### src/rtl/imm_gen_pipe.sv
// RISC-V immediate generator with a 2-entry (output + skid) elastic buffer.
// Decodes the immediate, its format, a PC-relative target and an illegal flag per instruction.
module imm_gen_pipe #(
  parameter int XLEN   = 32,
  parameter bit CSR_EN = 1'b1
) (
  input  logic            clk,
  input  logic            rst,
  input  logic            flush,
  input  logic            in_valid,
  output logic            in_ready,
  input  logic [31:0]     in_inst,
  input  logic [XLEN-1:0] in_pc,
  output logic            out_valid,
  input  logic            out_ready,
  output logic [XLEN-1:0] out_imm,
  output logic [2:0]      out_fmt,
  output logic [XLEN-1:0] out_target,
  output logic            out_illegal
);

  localparam logic [2:0] FMT_NONE = 3'd0;
  localparam logic [2:0] FMT_I    = 3'd1;
  localparam logic [2:0] FMT_S    = 3'd2;
  localparam logic [2:0] FMT_B    = 3'd3;
  localparam logic [2:0] FMT_U    = 3'd4;
  localparam logic [2:0] FMT_J    = 3'd5;
  localparam logic [2:0] FMT_Z    = 3'd6;

  localparam logic [6:0] OP_LUI    = 7'b0110111;
  localparam logic [6:0] OP_AUIPC  = 7'b0010111;
  localparam logic [6:0] OP_JAL    = 7'b1101111;
  localparam logic [6:0] OP_JALR   = 7'b1100111;
  localparam logic [6:0] OP_LOAD   = 7'b0000011;
  localparam logic [6:0] OP_IMM    = 7'b0010011;
  localparam logic [6:0] OP_BRANCH = 7'b1100011;
  localparam logic [6:0] OP_STORE  = 7'b0100011;
  localparam logic [6:0] OP_OP     = 7'b0110011;
  localparam logic [6:0] OP_SYSTEM = 7'b1110011;

  typedef struct packed {
    logic [XLEN-1:0] imm;
    logic [2:0]      fmt;
    logic [XLEN-1:0] target;
    logic            illegal;
  } entry_t;

  logic [6:0]      opcode;
  logic [2:0]      funct3;
  logic [XLEN-1:0] sext;
  logic [XLEN-1:0] imm_i;
  logic [XLEN-1:0] imm_s;
  logic [XLEN-1:0] imm_b;
  logic [XLEN-1:0] imm_u;
  logic [XLEN-1:0] imm_j;
  logic [XLEN-1:0] imm_sh;
  logic            sh_illegal;
  logic            pc_rel;
  entry_t          dec;

  entry_t out_q, out_d;
  entry_t skid_q, skid_d;
  logic   out_valid_q, out_valid_d;
  logic   skid_valid_q, skid_valid_d;
  logic   in_ready_q, in_ready_d;
  logic   accept;

  assign opcode = in_inst[6:0];
  assign funct3 = in_inst[14:12];

  always_comb begin
    sext  = {XLEN{in_inst[31]}};
    imm_i = sext;
    imm_i[11:0] = in_inst[31:20];
    imm_s = sext;
    imm_s[11:0] = {in_inst[31:25], in_inst[11:7]};
    imm_b = sext;
    imm_b[12:0] = {in_inst[31], in_inst[7], in_inst[30:25], in_inst[11:8], 1'b0};
    imm_u = sext;
    imm_u[31:0] = {in_inst[31:12], 12'b0};
    imm_j = sext;
    imm_j[20:0] = {in_inst[31], in_inst[19:12], in_inst[20], in_inst[30:21], 1'b0};
    imm_sh = '0;
    // RV64 shamt borrows bit 25 from funct7, leaving a 6-bit funct6 above it
    if (XLEN == 64) begin
      imm_sh[5:0] = in_inst[25:20];
      sh_illegal  = (funct3 == 3'b001 && in_inst[31:26] != 6'b0) ||
                    (funct3 == 3'b101 && in_inst[31:26] != 6'b0 && in_inst[31:26] != 6'b010000);
    end else begin
      imm_sh[4:0] = in_inst[24:20];
      sh_illegal  = in_inst[25] ||
                    (funct3 == 3'b001 && in_inst[31:25] != 7'b0) ||
                    (funct3 == 3'b101 && in_inst[31:25] != 7'b0 && in_inst[31:25] != 7'b0100000);
    end
  end

  always_comb begin
    dec.imm     = '0;
    dec.fmt     = FMT_NONE;
    dec.illegal = 1'b0;
    pc_rel      = 1'b0;
    if (in_inst[1:0] != 2'b11) begin
      dec.illegal = 1'b1;
    end else begin
      case (opcode)
        OP_LUI:    begin dec.fmt = FMT_U; dec.imm = imm_u; end
        OP_AUIPC:  begin dec.fmt = FMT_U; dec.imm = imm_u; pc_rel = 1'b1; end
        OP_JAL:    begin dec.fmt = FMT_J; dec.imm = imm_j; pc_rel = 1'b1; end
        OP_JALR,
        OP_LOAD:   begin dec.fmt = FMT_I; dec.imm = imm_i; end
        OP_IMM: begin
          dec.fmt = FMT_I;
          if (funct3 == 3'b001 || funct3 == 3'b101) begin
            dec.imm     = imm_sh;
            dec.illegal = sh_illegal;
          end else begin
            dec.imm = imm_i;
          end
        end
        OP_BRANCH: begin dec.fmt = FMT_B; dec.imm = imm_b; pc_rel = 1'b1; end
        OP_STORE:  begin dec.fmt = FMT_S; dec.imm = imm_s; end
        OP_OP:     begin dec.fmt = FMT_NONE; end
        OP_SYSTEM: begin
          if (CSR_EN) begin
            if (funct3 == 3'b100) begin
              dec.illegal = 1'b1;
            end else if (funct3[2]) begin
              dec.fmt      = FMT_Z;
              dec.imm[4:0] = in_inst[19:15];
            end else if (funct3 != 3'b000) begin
              dec.fmt       = FMT_I;
              dec.imm[11:0] = in_inst[31:20];
            end
          end
        end
        default:   dec.illegal = 1'b1;
      endcase
    end
    dec.target = pc_rel ? in_pc + dec.imm : '0;
  end

  assign accept = in_valid && in_ready_q;

  // The skid entry only fills while the output is stalled, so in_ready mirrors its emptiness.
  always_comb begin
    out_d        = out_q;
    skid_d       = skid_q;
    out_valid_d  = out_valid_q;
    skid_valid_d = skid_valid_q;
    if (flush) begin
      out_valid_d  = 1'b0;
      skid_valid_d = 1'b0;
    end else if (!out_valid_q || out_ready) begin
      if (skid_valid_q) begin
        out_d        = skid_q;
        out_valid_d  = 1'b1;
        skid_valid_d = 1'b0;
      end else begin
        out_valid_d = accept;
        if (accept) out_d = dec;
      end
    end else if (accept) begin
      skid_d       = dec;
      skid_valid_d = 1'b1;
    end
    in_ready_d = !skid_valid_d;
  end

  always_ff @(posedge clk) begin
    if (rst) begin
      out_q        <= '0;
      skid_q       <= '0;
      out_valid_q  <= 1'b0;
      skid_valid_q <= 1'b0;
      in_ready_q   <= 1'b1;
    end else begin
      out_q        <= out_d;
      skid_q       <= skid_d;
      out_valid_q  <= out_valid_d;
      skid_valid_q <= skid_valid_d;
      in_ready_q   <= in_ready_d;
    end
  end

  assign in_ready    = in_ready_q;
  assign out_valid   = out_valid_q;
  assign out_imm     = out_q.imm;
  assign out_fmt     = out_q.fmt;
  assign out_target  = out_q.target;
  assign out_illegal = out_q.illegal;

endmodule

### config.mk
export PLATFORM = sky130hd
export DESIGN_NAME = imm_gen_pipe
export DESIGN_NICKNAME = d
export VERILOG_FILES = /design/src/rtl/imm_gen_pipe.sv
export SDC_FILE = /design/constraint.sdc
export NUM_CORES = 1
export LEC_CHECK = 0
export ABC_AREA = 1
export CAP_MARGIN = 15
export CORE_UTILIZATION = 65
export DETAILED_ROUTE_END_ITERATION = 12
export DONT_BUFFER_PORTS = 1
export PLACE_DENSITY_LB_ADDON = 0.2
export SYNTH_ARGS = -nofsm -noshare
export SYNTH_HDL_FRONTEND = slang
export SYNTH_SLANG_ARGS = --single-unit
### constraint.sdc
create_clock -name clk -period 3.7 [get_ports clk]
set_clock_uncertainty 0.1 [all_clocks]
set_input_delay 0.925 -clock clk [delete_from_list [all_inputs] [get_ports clk]]
set_output_delay 0.925 -clock clk [all_outputs]
set_load 0.05 [all_outputs]
Fig. 1: run 1, routing congestion
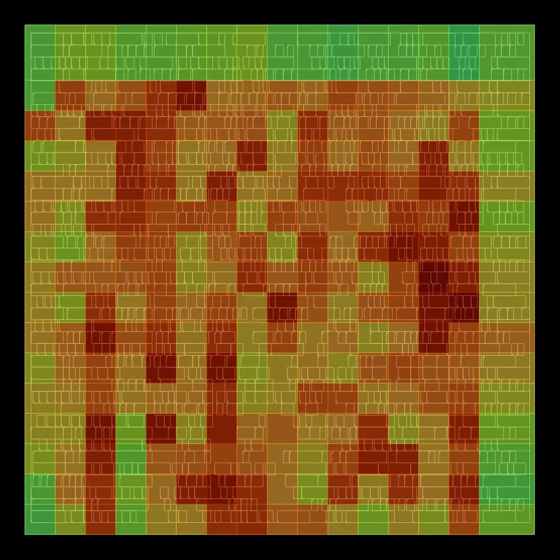
grt met3 use: 0.0960
layer with the highest usage: met2
Avg WL per Cell: 17.2 microns
grt met2 use: 0.668

Fig. 2: run 1, where the registers sit
Bar = 20 microns.
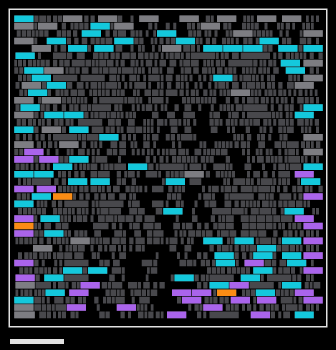
Key: orange = `out_fmt` [flops 3]; purple = `out_imm` [flops 32]; cyan = `skid_q` [flops 68, where spread over the die]
Another 36 sequential cells are not colored.

==> impl_metrics.py, run 1 <==
# Generated from Yosys and OpenROAD reports
metrics = {
    "place": {
        "post-place-cells": 1524,
        "dpl_cell_area_sq_um": 9200,
        "gp_congestion": 0.987,
    },
    "run": {
        "drv_cap": 0,
    },
    "yosys": {
        "ys_sh_adder": 0.0482,
        "top_area_frac": 0.329,
        "ys_ff": 139,
    },
    "worst_setup_path": {
        "path_cells": "nand2_2, inv_1, nand2_1, nor2_2, nand2_1, nand2_2, o21ai_2, buf_12, o21ai_2, ha_1, nand2_1, nor2_1, nand2_1, nor4_1, nand2_1, nand3_1, nand2_1, nand3_1, nand2_1, nand2_1, a21oi_1",
        "crit_path_end": "out_target[26]$_SDFFE_PP0P_",
        "endpoint_kind": "flop",
    },
    "floorplan": {
        "rows": 41,
        "die_area_sq_um": 13500,
    },
    "outcome": {
        "status": "finished clean",
    },
    "timing": {
        "fin_crit_ns": 3.50,
    },
    "route": {
        "vias": 9099,
        "drcViolationCount": 0,
        "wl_microns": 26800,
    },
    "layout": {
        "drive_gt1_frac": 0.152,
    },
    "pwr": {
        "combPwrFrac": 0.105,
    },
    "min_path": {
        "hold_start": "skid_q[59]$_SDFFE_PP0P_",
    },
}
Fig. 3: run 1, gate families picked out
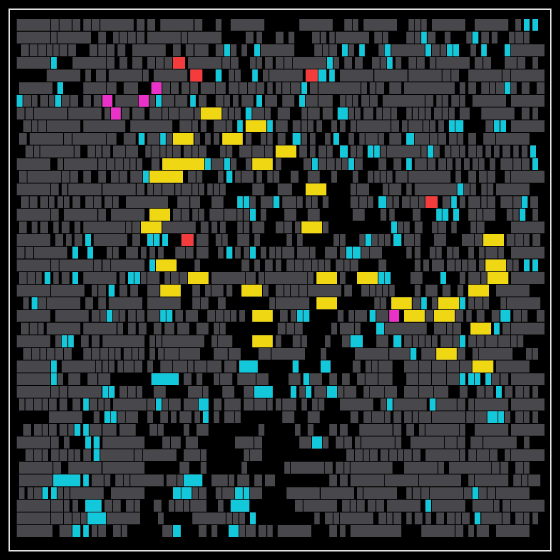
Key: red = AND-OR and OR-AND gates [cells 5]; cyan = NOR gates [cells 164, where spread over the die]; magenta = AND and OR gates [cells 5]; yellow = adder and majority cells [cells 32]

## run 1: layout make-up
class,instances,area (sq um)
repair buffers,104,806
flip-flops and latches,139,2780
clock inverters,12,139
fillers,990,2840
well taps,172,215
clock buffers,19,453
multi-input cells,954,4840
inverters,155,588
## run 1: critical path: cells and delay by family
family                   cells  cell delay (ns)
buffers and inverters        2             0.25
AND-OR/OR-AND                3             0.36
AND/OR/NAND/NOR             15             1.75
adder cells (fa/ha/maj)      1             0.45
## run 1: through the flow
step,utilization,worst slack [ns]
2_1_floorplan,-,0.298
3_3_place_gp,0.726,-0.130
3_5_place_dp,0.726,-0.137
4_1_cts,0.773,0.278
5_1_grt,0.776,0.00828
6_report,0.776,0.199
## Run 2: what changed since run 1
- PLACE_DENSITY_LB_ADDON: 0.2 -> 0.1
Fig. 4: run 2, gate families picked out
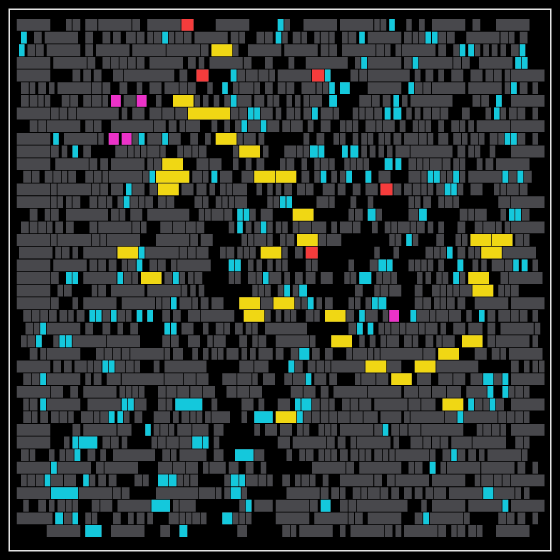
Key: yellow = adder and majority cells [cells 32]; red = AND-OR and OR-AND gates [cells 5, where top middle]; cyan = NOR gates [cells 164, where spread over the die]; magenta = AND and OR gates [cells 5, where top left]
Comb/total area: 0.494
final std cells w/o fill: 1551
most numerous logic cell after layout: nand2_1

Fig. 5: run 2, M3 wires
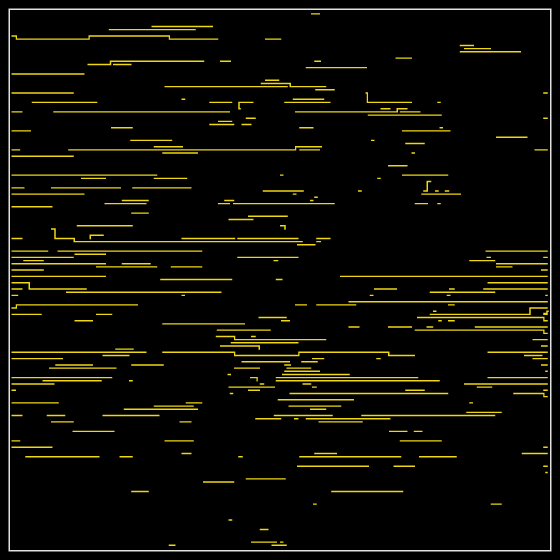
The layer holds 8.4% of the routed length. The layer carries 2200 microns of wire.

==> impl_metrics.py, run 2 <==
# Generated from Yosys and OpenROAD reports
metrics = {
    "outcome": {
        "status": "finished clean",
    },
    "worst_setup_path": {
        "endpoint_kind": "flop",
        "crit_path_end": "out_target[26]$_SDFFE_PP0P_",
        "path_depth": 21,
        "cp_top_family": "simple AND/OR/NAND/NOR gates",
        "critical_path_buf_inv_count": 2,
        "path_cells": "inv_1, nand2_1, nor2_2, nand2_1, buf_4, nor3_4, a22oi_1, o21ai_2, ha_1, a21oi_1, nand2_1, nand2_1, nand2_1, nand2_1, nand2_1, nand2_1, nand4_1, nand3_1, nand2_1, nand2_1, a21oi_1",
    },
    "route": {
        "wl_microns": 26100,
        "wire_per_inst_microns": 16.8,
        "drcViolationCount": 0,
        "vias": 9051,
    },
    "grt": {
        "top_usage_layer": "met2",
        "grtUsageMet3": 0.0882,
    },
    "pwr": {
        "combPwrFrac": 0.105,
    },
    "place": {
        "gp_congestion": 1.02,
        "post-place-cells": 1519,
        "pre_cts_slack_ns": -0.106,
    },
    "layout": {
        "utilization": 0.772,
        "drive_gt1_frac": 0.146,
        "fillers": 1017,
    },
    "yosys": {
        "ys_sh_adder": 0.0482,
        "top_area_frac": 0.329,
    },
    "timing": {
        "setup_ws_ns": 0.194,
        "fin_crit_ns": 3.51,
    },
    "run": {
        "drv_cap": 0,
    },
    "floorplan": {
        "rows": 41,
    },
}
Fig. 6: run 2, routing congestion
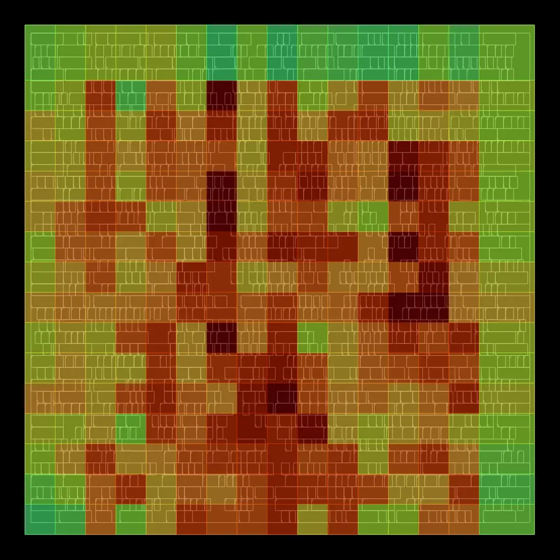
grt met2 use: 0.653
total track usage: 0.395

[run 2: cell counts after synthesis]
No cell type changed its count.
[run 2: per-layer routing]
| metal | wire (microns) | vias up |
|---|---|---|
| met5 | 0 | - |
| met4 | 1340 | 0 |
| met3 | 2200 | 81 |
| met2 | 12100 | 406 |
| met1 | 10400 | 4143 |
| li1 | - | 4421 |
[run 2: final cells by class]
class	instances	area, sq um	area share
multi-input combinational	954	4830	0.494
clock buffer	17	425	0.0435
timing repair buffer	100	776	0.0793
clock inverter	14	160	0.0164
sequential	139	2780	0.285
inverter	155	588	0.0601
tap	172	215	0.0220
[run 2: worst min-delay path: stages (launching register included)]
cell	delay [ns]
dfxtp_1	0.31
nand2_1	0.06
a21oi_1	0.06
Power figures rest on the tool's default switching activity, not on a simulated workload.
